`config.mk`:
```
export PLATFORM = sky130hd
export DESIGN_NAME = vadd
export DESIGN_NICKNAME = d
export VERILOG_FILES = /design/src/rtl/vadd_self_test_pkg.sv /design/src/rtl/vadd_self_test_vadd.sv
export SDC_FILE = /design/constraint.sdc
export NUM_CORES = 1
export LEC_CHECK = 0
export ABC_AREA = 1
export ABC_CLOCK_PERIOD_IN_PS = 4250
export CORE_MARGIN = 2
export CORE_UTILIZATION = 50
export DETAILED_ROUTE_END_ITERATION = 10
export GPL_TIMING_DRIVEN = 0
export PLACE_DENSITY = 0.82
export SLEW_MARGIN = 20
export SYNTH_ARGS = -nofsm -noshare
export SYNTH_HDL_FRONTEND = slang
export SYNTH_SLANG_ARGS = --single-unit
```
`constraint.sdc`:
```
create_clock -name clock -period 4.25 [get_ports clock]
set_input_delay 0.6375 -clock clock [delete_from_list [all_inputs] [get_ports clock]]
set_output_delay 0.6375 -clock clock [all_outputs]
set_load 0.01 [all_outputs]
```
`src/rtl/vadd_self_test_pkg.sv`:
```
// vadd_self_test_pkg: shared sizes, vector/test types and the replay table with golden sums
package vadd_self_test_pkg;

  localparam int LANES     = 4;
  localparam int WIDTH     = 8;
  localparam int NUM_TESTS = 8;
  localparam int IDX_W     = $clog2(NUM_TESTS);

  typedef logic [LANES-1:0][WIDTH-1:0] vec_t;

  typedef struct packed {
    vec_t a;
    vec_t b;
    vec_t y;
  } test_t;

  // Lanes are written lane3..lane0; every golden lane is (a + b) mod 2^WIDTH.
  localparam test_t TABLE [NUM_TESTS] = '{
    '{a: 32'h01_02_03_04, b: 32'h10_20_30_40, y: 32'h11_22_33_44},
    '{a: 32'hFF_FF_FF_FF, b: 32'h01_01_01_01, y: 32'h00_00_00_00},
    '{a: 32'h00_00_00_00, b: 32'h00_00_00_00, y: 32'h00_00_00_00},
    '{a: 32'h80_7F_01_FE, b: 32'h80_01_FF_01, y: 32'h00_80_00_FF},
    '{a: 32'h12_34_56_78, b: 32'h87_65_43_21, y: 32'h99_99_99_99},
    '{a: 32'hAA_55_AA_55, b: 32'h55_AA_56_AB, y: 32'hFF_FF_00_00},
    '{a: 32'hC0_DE_BE_EF, b: 32'h41_23_43_12, y: 32'h01_01_01_01},
    '{a: 32'h7F_7F_7F_7F, b: 32'h7F_80_81_01, y: 32'hFE_FF_00_80}
  };

endpackage

```
`src/rtl/vadd_self_test_vadd.sv`:
```
// vadd: LANES-wide modular adder, registered operands then one output stage (two with VADD_SELF_TEST_EXTRA_STAGE_EN)
module vadd
  import vadd_self_test_pkg::*;
(
  input  logic clock,
  input  logic reset,
  input  logic in_valid,
  input  vec_t a,
  input  vec_t b,
  output logic out_valid,
  output vec_t y
);

  logic v_q;
  vec_t a_q;
  vec_t b_q;
  vec_t sum;

  // capture operands and their valid flag
  always_ff @(posedge clock or negedge reset) begin
    if (!reset) begin
      v_q <= 1'b0;
      a_q <= '0;
      b_q <= '0;
    end else begin
      v_q <= in_valid;
      a_q <= a;
      b_q <= b;
    end
  end

  // independent per-lane sums, carry out of each lane dropped
  always_comb begin
    sum = '0;
    for (int l = 0; l < LANES; l++) sum[l] = a_q[l] + b_q[l];
  end

`ifdef VADD_SELF_TEST_EXTRA_STAGE_EN
  logic v_1;
  vec_t y_1;

  // two output stages
  always_ff @(posedge clock or negedge reset) begin
    if (!reset) begin
      v_1       <= 1'b0;
      y_1       <= '0;
      out_valid <= 1'b0;
      y         <= '0;
    end else begin
      v_1       <= v_q;
      y_1       <= sum;
      out_valid <= v_1;
      y         <= y_1;
    end
  end
`else
  // single output stage
  always_ff @(posedge clock or negedge reset) begin
    if (!reset) begin
      out_valid <= 1'b0;
      y         <= '0;
    end else begin
      out_valid <= v_q;
      y         <= sum;
    end
  end
`endif

endmodule

```
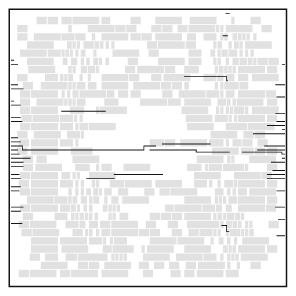
*The metal 3 layer, run 1*
Drawn at 3 px/um. Cells faint in the background.
The wires run mostly horizontal. The layer holds 4.9% of the routed length. 47 nets have wire on it.

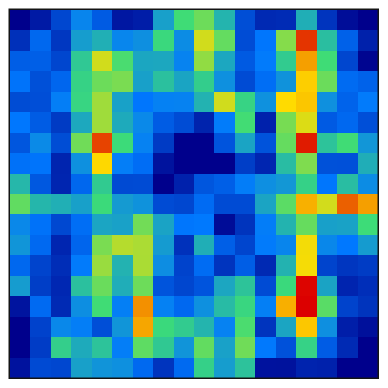
*Routed metal per tile, run 1*
Drawn at 4 px/um. 18 x 18 tiles, from dark blue (low) to red (high), scaled to the fullest tile. Values are wire area over tile area, all layers added.
4.3% of the tiles are nearly empty. The emptiest ninth of the die: centre. The fullest tile reaches 0.37. The mean over all tiles is 0.12. The densest ninth of the die: east.
Total Routing Usage GR: 16.7%
final wirelength: 6.33 mm
post-DR wirelength/cell: 11.4 um
vias post-DR: 2,482

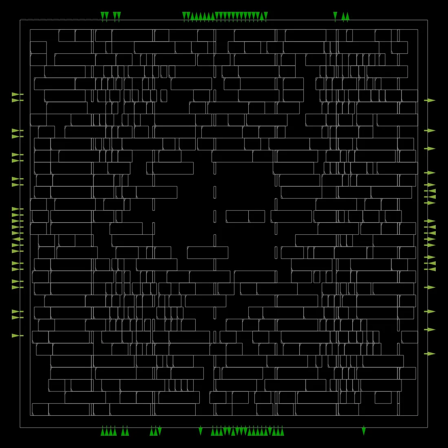
*Cell placement, run 1*
Core ar.: 0.00761 mm2
flip-flops: 98
Core Util, Final: 68.4%
fin cells: 556

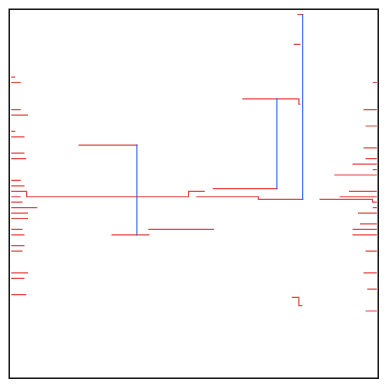
*Routed metal, one colour a layer, run 1*
Drawn at 4 px/um. Only two layers are drawn.
Key: metal 3 = red [wire length 310 um]; metal 4 = blue [wire length 91.1 um]

-- run 1: sequential cells by signal (all words and copies together) (netlist names) --
signal and cells:
a_q 32, b_q 32, out_valid 1, v_q 1
y 32
-- run 1: cells by family after synthesis --
logic type                 share of synthesized area (%)
and+or+nand+nor                                     15.7
DFF                                                 63.5
buffers and inverters                               5.05
adders and majority gates                           11.1
xor gates and xnor gates                            3.63
AOI/OAI and AO/OA                                   1.04
-- run 1: through the flow --
| stage | area, um2 | instances | total power (W) |
|---|---|---|---|
| floorplan | 3860 | 338 | 0.00124 |
| global placement | 4980 | 539 | 0.00145 |
| detailed placement | 5010 | 540 | 0.00147 |
| CTS | 5210 | 556 | 0.00203 |
| global route | 5210 | 556 | 0.00213 |
| finish | 5210 | 556 | 0.00201 |
==> impl_metrics.toml, run 1 <==
# generated from flow reports
[detailed_routing]
drt-pass1-iter-count = 4
detail-route-antenna-nets = 0
via_per_inst = 4.46
drt_iter0_markers = 41
dr_wl_met2_mm = 3.59
dr_wl_met3_um = 309
routed.top_layer = "met4"
drc = 0

[logic_synthesis]
edf_count = 0
ys_seq_share_pct = 63.5
yosysMostFrequentCell = "dfrtp_1"
synth.distinct_cells = 15
synth_flops = 98
ff_type = "dfrtp_1"
top_cells_by_area = "dfrtp_1 63%, ha_1 9.1%, nand2_1 8.2%"
fp_nets = 437
synthesis.area_mm2 = 0.00386
synth_chip_area_mm2 = 0.00386
synthArstFlopShare_pct = 100
yosysTopAreaCell = "dfrtp_1"

[job]
warnings = 26

[cells_and_area]
fin_nets = 548
clock_area_share_pct = 3.75
buffers = 100
sh_seq_area_pct = 47.1
nMultiInputCombCells = 188
area_growth_syn_to_layout_pct = 34.7
nClkBuffers = 10
drive_gt1_share_pct = 7.27
largest_class = "sequential cells"
register_area_mm2 = 0.00245
n_antenna_cell = 0
comb_area_mm2 = 0.00122

[grt]
global_route.usage.met2_pct = 32.0
grt_pass1_vias = 2589
grt-ovfl-total = 0
grt_pass1_wl_mm = 11.0
grt_start_max_net_pins = 60
grt_util_met1_pct = 17.5
busiest_layer = "met2"

[die]
die_area_mm2 = 0.00845
die_x_um = 91.9
row_count = 32
dieHeight_um = 91.9
pin_count = 100

[placed_design]
portBuffers = 99
pre_cts_slack_ps = 2740
hpwl_mm = 5.03
place.gp.congestion = 0.824

[worst_setup_path]
worst-path-max-fanout = 1
startpoint_type = "register"
crit_family = "buffers and inverters"
path_cells = "clkdlybuf4s50_1"
cpMaxStageDelayCell = "clkdlybuf4s50_1"
criticalPathCategory = "reg -> out"
required_ps = 3610
critPathMaxStageDelay_ps = 540
endpoint = "y[24]"
cp_data_arrival_time_ps = 1240
reg2reg_to = "y[22]"
rr_worst_depth = 10
cp_num_buf_inv = 1
cp_num_cells = 1

[sta]
tns_ps = 0
max_slew_margin_pct = 76.3
period_needed_ps = 1870
rsz0062_at_grt = "false"
skew_ps = 4.35
setup_ws_ps = 2380
fmax_mhz = 533
hold_slack_ps = 174
worst_pin_slew_ps = 355
drv_slew = 0
finalCritPeriodShare_pct = 44.1

[clock_tree]
cts_buffers = 9
post-cts-setup-buffers = 0
cts_root_buf = "clkbuf_8"
cts_resized = 0
cts.sinks = 98
clock_latency_ps = 350
postCtsHoldBufs = 0
cts_tree = "yes"
clock_path_buffers = 2

[power_and_ir_drop]
seq_power_w = 0.00104
maxPowerGroup = "registers"
p_leak_nw = 2.55
p_per_area_mw_per_mm2 = 386
switching_share_pct = 24.8
clockPowerShare_pct = 28.3
p_comb_w = 0.000401
internal_power_w = 0.00151
combPwrFrac_pct = 20.0
p_clk_w = 0.000568
ir_worst_vdd_mv = 0.253
seqPwrFrac_pct = 51.7

[run_status]
status = "finished, final reports clean"

[min_path]
hold_path_class = "in -> async"
### Nets reached from selected ports, run 1

Drawn at 4 px/um.
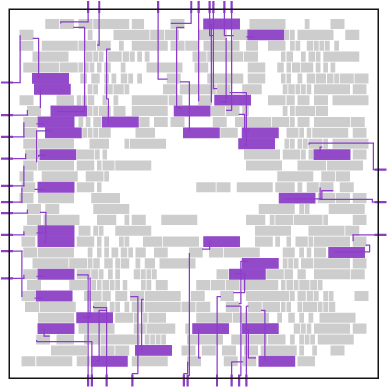

==> run 2: changes to the inputs <==
--- a/config.mk
+++ b/config.mk
@@ -6,12 +6,12 @@
 export NUM_CORES = 1
 export LEC_CHECK = 0
 export ABC_AREA = 1
-export ABC_CLOCK_PERIOD_IN_PS = 4250
+export ABC_CLOCK_PERIOD_IN_PS = 1900
 export CORE_MARGIN = 2
-export CORE_UTILIZATION = 50
+export CORE_UTILIZATION = 48
 export DETAILED_ROUTE_END_ITERATION = 10
 export GPL_TIMING_DRIVEN = 0
-export PLACE_DENSITY = 0.82
+export PLACE_DENSITY = 0.79
 export SLEW_MARGIN = 20
 export SYNTH_ARGS = -nofsm -noshare
 export SYNTH_HDL_FRONTEND = slang
==> constraint.sdc (replaced) <==
create_clock -name clock -period 1.9 [get_ports clock]
set_input_delay 0.285 -clock clock [delete_from_list [all_inputs] [get_ports clock]]
set_output_delay 0.285 -clock clock [all_outputs]
set_load 0.01 [all_outputs]
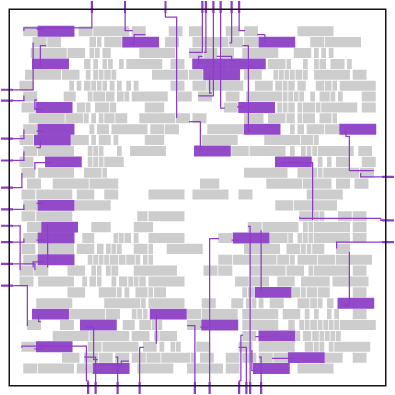
*Nets reached from selected ports, run 2*
Drawn at 4 px/um.
Key: a = purple [direction input, end cells 32, buffers 32, wire 666 um]
# IOs: 100
Port Buf Inserts: 99

==> impl_metrics.toml, run 2 <==
# generated from flow reports
[cells_and_area]
sh_seq_area_pct = 46.4
stdcell_area_mm2 = 0.00529
drive_gt1_share_pct = 7.25
comb_area_mm2 = 0.00122
nMultiInputCombCells = 188
buffers = 101
register_area_mm2 = 0.00245
fin_nets = 549
final_core_util_pct = 68.1
flop-count = 98
area_growth_syn_to_layout_pct = 36.9
largest_class = "sequential cells"
n_antenna_cell = 0
clock_area_share_pct = 5.04

[clock_tree]
cts.sinks = 98
clock_path_buffers = 2
cts_buffers = 9
cts_resized = 0
cts_root_buf = "clkbuf_8"
cts_tree = "yes"

[job]
warnings = 26

[worst_setup_path]
rr_worst_depth = 9
criticalPathCategory = "reg -> out"
cp_num_buf_inv = 1
critPathMaxStageDelay_ps = 560
endpoint = "y[7]"
required_ps = 1620
worst-path-max-fanout = 1
end_kind = "primary output"
startpoint_type = "register"
crit_family = "buffers and inverters"
cp_data_arrival_time_ps = 1240
path_cells = "clkdlybuf4s50_1"
cp_num_cells = 1
reg2reg_to = "y[6]"

[sta]
period_needed_ps = 1530
worst_pin_slew_ps = 331
fmax_mhz = 654
finalSetupViolations = 0
rsz0062_at_grt = "false"
drv_slew = 0
skew_ps = 8.17
tns_ps = 0
finalCritPeriodShare_pct = 80.5
setup_ws_ps = 371
hold_slack_ps = 356
max_slew_margin_pct = 77.9

[detailed_routing]
drt_iter0_markers = 26
drt-pass1-iter-count = 4
detail-route-antenna-nets = 0
vias = 2476
wl_mm = 6.46
wl_per_cell_um = 11.6

[power_and_ir_drop]
maxPowerGroup = "registers"
p_clk_w = 0.00169
p_leak_nw = 2.60
seq_power_w = 0.00233
total_power_w = 0.00492
p_per_area_mw_per_mm2 = 930
ir_worst_vdd_mv = 0.548
internal_power_w = 0.00381
p_comb_w = 0.000900
seqPwrFrac_pct = 47.3
switching_share_pct = 22.5
combPwrFrac_pct = 18.3

[logic_synthesis]
yosysMostFrequentCell = "dfrtp_1"
ys_seq_share_pct = 63.5
yosysTopAreaCell = "dfrtp_1"
edf_count = 0
top_cells_by_area = "dfrtp_1 63%, ha_1 9.1%, nand2_1 8.2%"
synthesis.area_mm2 = 0.00386
synth.distinct_cells = 15
synth_flops = 98
ff_type = "dfrtp_1"
synthArstFlopShare_pct = 100
fp_nets = 437
synth_chip_area_mm2 = 0.00386

[placed_design]
pre_cts_slack_ps = 387
hpwl_mm = 4.96
place.gp.congestion = 0.806
post_dp_cell_area_mm2 = 0.00501
placedCellCount = 540

[grt]
grt_pass1_vias = 2463
grt_usage_pct = 16.3
grt_util_met1_pct = 18.1
busiest_layer = "met2"
grt_pass1_wl_mm = 11.0
global_route.usage.met2_pct = 29.8
grt_start_max_net_pins = 71

[die]
die_x_um = 93.7
core_mm2 = 0.00777
dieHeight_um = 93.7
row_count = 32

[run_status]
status = "finished, final reports clean"

[min_path]
holdCritStartpoint = "v_q"
hold_path_class = "reg -> reg"
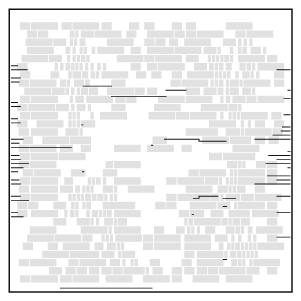
*The metal 3 layer, run 2*
Drawn at 3 px/um. Cells faint in the background.
45 nets have wire on it. The longest straight run is 30.6 um. The wires run mostly horizontal. The layer holds 4.3% of the routed length. The layer carries 279 um of wire.

-- run 2: what timing repair did --
item / CTS / global route
hold buffers: 1 / 0
endpoints found under the hold margin: 28 / 0
buffers inserted: 0 / 0
-- run 2: metal layers --
layer	vias up	share of wire (%)
li1	1253	-
met1	1154	38
met2	56	55
met3	13	4.3
met4	0	2.1
met5	-	0
-- run 2: cells by family after synthesis --
| kind of cell | after synthesis | synth area share, % |
|---|---|---|
| AND-OR/OR-AND | 8 | 1.04 |
| XOR/XNOR | 16 | 3.63 |
| adder cells (fa/ha/maj) | 32 | 11.1 |
| buffers and inverters | 52 | 5.05 |
| flip-flops | 98 | 63.5 |
| AND/OR/NAND/NOR | 132 | 15.7 |
No activity file was given, so power comes from the tool's default toggle rates.
